==> config.mk <==
export PLATFORM = sky130hd
export DESIGN_NAME = mem_port_arbiter
export DESIGN_NICKNAME = d
export VERILOG_FILES = /design/src/rtl/mem_port_arbiter.sv
export SDC_FILE = /design/constraint.sdc
export NUM_CORES = 1
export LEC_CHECK = 0
export ABC_AREA = 1
export ABC_CLOCK_PERIOD_IN_PS = 3800
export CAP_MARGIN = 20
export CORE_AREA = 8 8 160 162
export DETAILED_ROUTE_END_ITERATION = 8
export DIE_AREA = 0 0 168 170
export PLACE_DENSITY_LB_ADDON = 0.3
export SYNTH_ARGS = -nofsm -noshare
export SYNTH_HDL_FRONTEND = slang
export SYNTH_SLANG_ARGS = --single-unit
==> constraint.sdc <==
create_clock -name clk -period 3.8 [get_ports clk]
set_input_delay 0.57 -clock clk [delete_from_list [all_inputs] [get_ports clk]]
set_output_delay 0.57 -clock clk [all_outputs]
set_load 0.005 [all_outputs]
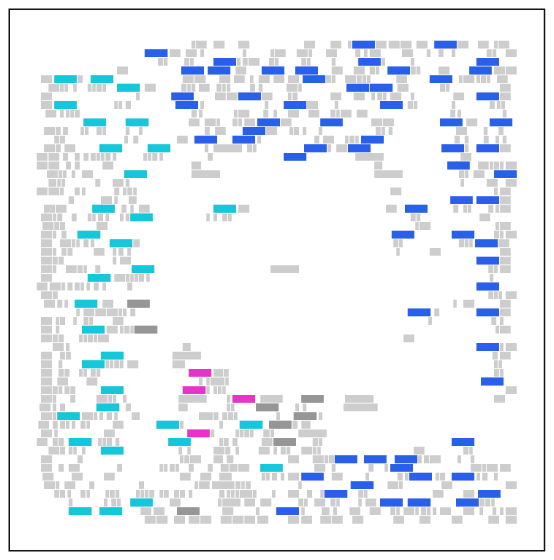
Fig. 1. Sequential cells colored by netlist name.
netlist name	color	flops
mem_addr	cyan	32
mem_st_data	blue	64
r_starveCnt	magenta	4
not colored	8
fin util: 32.0%
Seq power: 1.20 mW
Reg area: 2160 sq um
fraction of area in registers: 29.3%

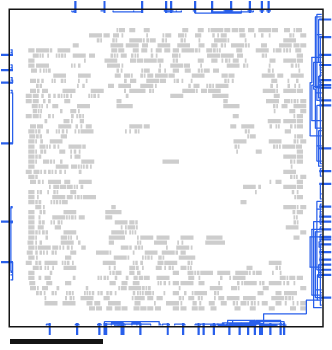
Fig. 2. I/O nets highlighted.
The bar under the picture is 50 um long.
port	color	bits	direction	end cells	buffers	wire
f_rdata	blue	64	output	0	0	1290 um
I/O Buffers: 240
IO Count: 433

==> results.py <==
# Auto-generated metrics
metrics = {
    "status": {
        "outcome": "complete, no violations",
    },
    "run": {
        "warnings": 27,
        "maxCapViolCount": 0,
    },
    "final_timing": {
        "hold_viol_final": 0,
        "slew_viol_final": 0,
        "fin_crit_sh_pct": 75.8,
        "setup_viol": 0,
        "slew_headroom_pct": 51.9,
        "timing.fmax_ghz": 0.347,
        "holdWs_ps": 428,
    },
    "global_route": {
        "grt_max_degree": 66,
        "grt_pass1_vias": 4641,
        "grt_pass1_wl_mm": 26.6,
    },
    "clock_network": {
        "cts_buffer_depth": 2,
        "clkTransAtPathRegs_ps": 70,
        "cts_buffers": 9,
        "clock_latency_ps": 350,
    },
    "power": {
        "cellLeakagePower_nw": 2.93,
        "peakVddDrop_mv": 0.161,
        "power_density_nw_per_um2": 354,
    },
    "finish": {
        "largest_register_ffs": 64,
        "design_area_sq_um": 7370,
        "final_nets": 1043,
    },
    "route": {
        "postRouteAntennaNets": 0,
        "wirelength_mm": 17.7,
        "first_pass_iters": 4,
        "routed_via_density": 4.11,
        "drt_iter0_markers": 179,
    },
    "critical_path": {
        "critical_path_depth": 6,
        "worst-setup-path-type": "input port to output port",
        "critPathTopFamily": "buffers and inverters",
        "crit_buf_inv": 4,
        "worstPathRequired_ps": 3230,
    },
    "logic_synthesis": {
        "ys_types": 20,
        "largest_area_cell": "dfxtp_1",
    },
    "die": {
        "core-area_sq_um": 23100,
    },
}
==> power by group <==
group / switching (mW) / internal, mW / total, mW
sequential: 0.0236 / 1.18 / 1.20
clock: 0.464 / 0.522 / 0.986
combinational: 0.169 / 0.250 / 0.419
total: 0.657 / 1.95 / 2.61
==> cells in the final DEF, fill, tap and decap left out, types with 2 or more instances in the layout <==
cell type | synthesis | routed
clkdlybuf4s50_1 | 0 | 239
nand2_1 | 199 | 199
dfxtp_1 | 108 | 108
a21oi_1 | 98 | 98
inv_1 | 77 | 77
nand3_1 | 68 | 68
nor2_1 | 13 | 13
clkbuf_16 | 0 | 9
buf_4 | 137 | 7
o21ai_0 | 5 | 5
inv_2 | 3 | 3
nand2_4 | 2 | 2
xor2_1 | 2 | 2
ha_1 | 2 | 2
inv_6 | 0 | 2
==> metal layers <==
layer | track usage, % | wire length (um) | vias up
li1 | - | - | 2372
met1 | 12.7 | 7180 | 2019
met2 | 18.9 | 7880 | 205
met3 | 5.68 | 1770 | 72
met4 | 7.03 | 842 | 0
met5 | 0 | 0 | -
==> final cells by class <==
type / count / area (sq um)
Inverter: 81 / 307
Multi-Input combinational cell: 393 / 1770
Clock buffer: 9 / 225
Tap cell: 290 / 363
Fill cell: 2464 / 15700
Timing Repair Buffer: 247 / 2460
Sequential cell: 108 / 2160
Clock inverter: 7 / 80.1
==> worst min-delay path, delay by kind of cell, from the launching register on <==
family,cells,cell delay (ps)
buffers and inverters,1,50
DFF,1,320
and+or+nand+nor,1,30
==> Yosys cell counts <==
library cell / n
o21ai_0: 5
buf_6: 1
xor2_1: 2
ha_1: 2
nor2_8: 1
nand4_1: 1
a21oi_1: 98
inv_2: 3
nor2_1: 13
dfxtp_1: 108
nand3_1: 68
o22ai_1: 1
nand2_1: 199
buf_2: 13
inv_4: 1
nand2_4: 2
o21ai_2: 1
inv_1: 77
buf_4: 137
clkbuf_1: 17
==> kinds of logic (layout without fill, tap and decap cells) <==
family                     after synthesis  count (layout)  synth area share, %
AOI/OAI and AO/OA                      105             105                 9.83
DFF                                    108             108                 40.1
adders and majority gates                2               2                0.464
and+or+nand+nor                        284             284                 22.0
xor gates and xnor gates                 2               2                0.325
buffers and inverters                  249             344                 27.3
Power figures rest on the tool's default switching activity, not on a simulated workload.
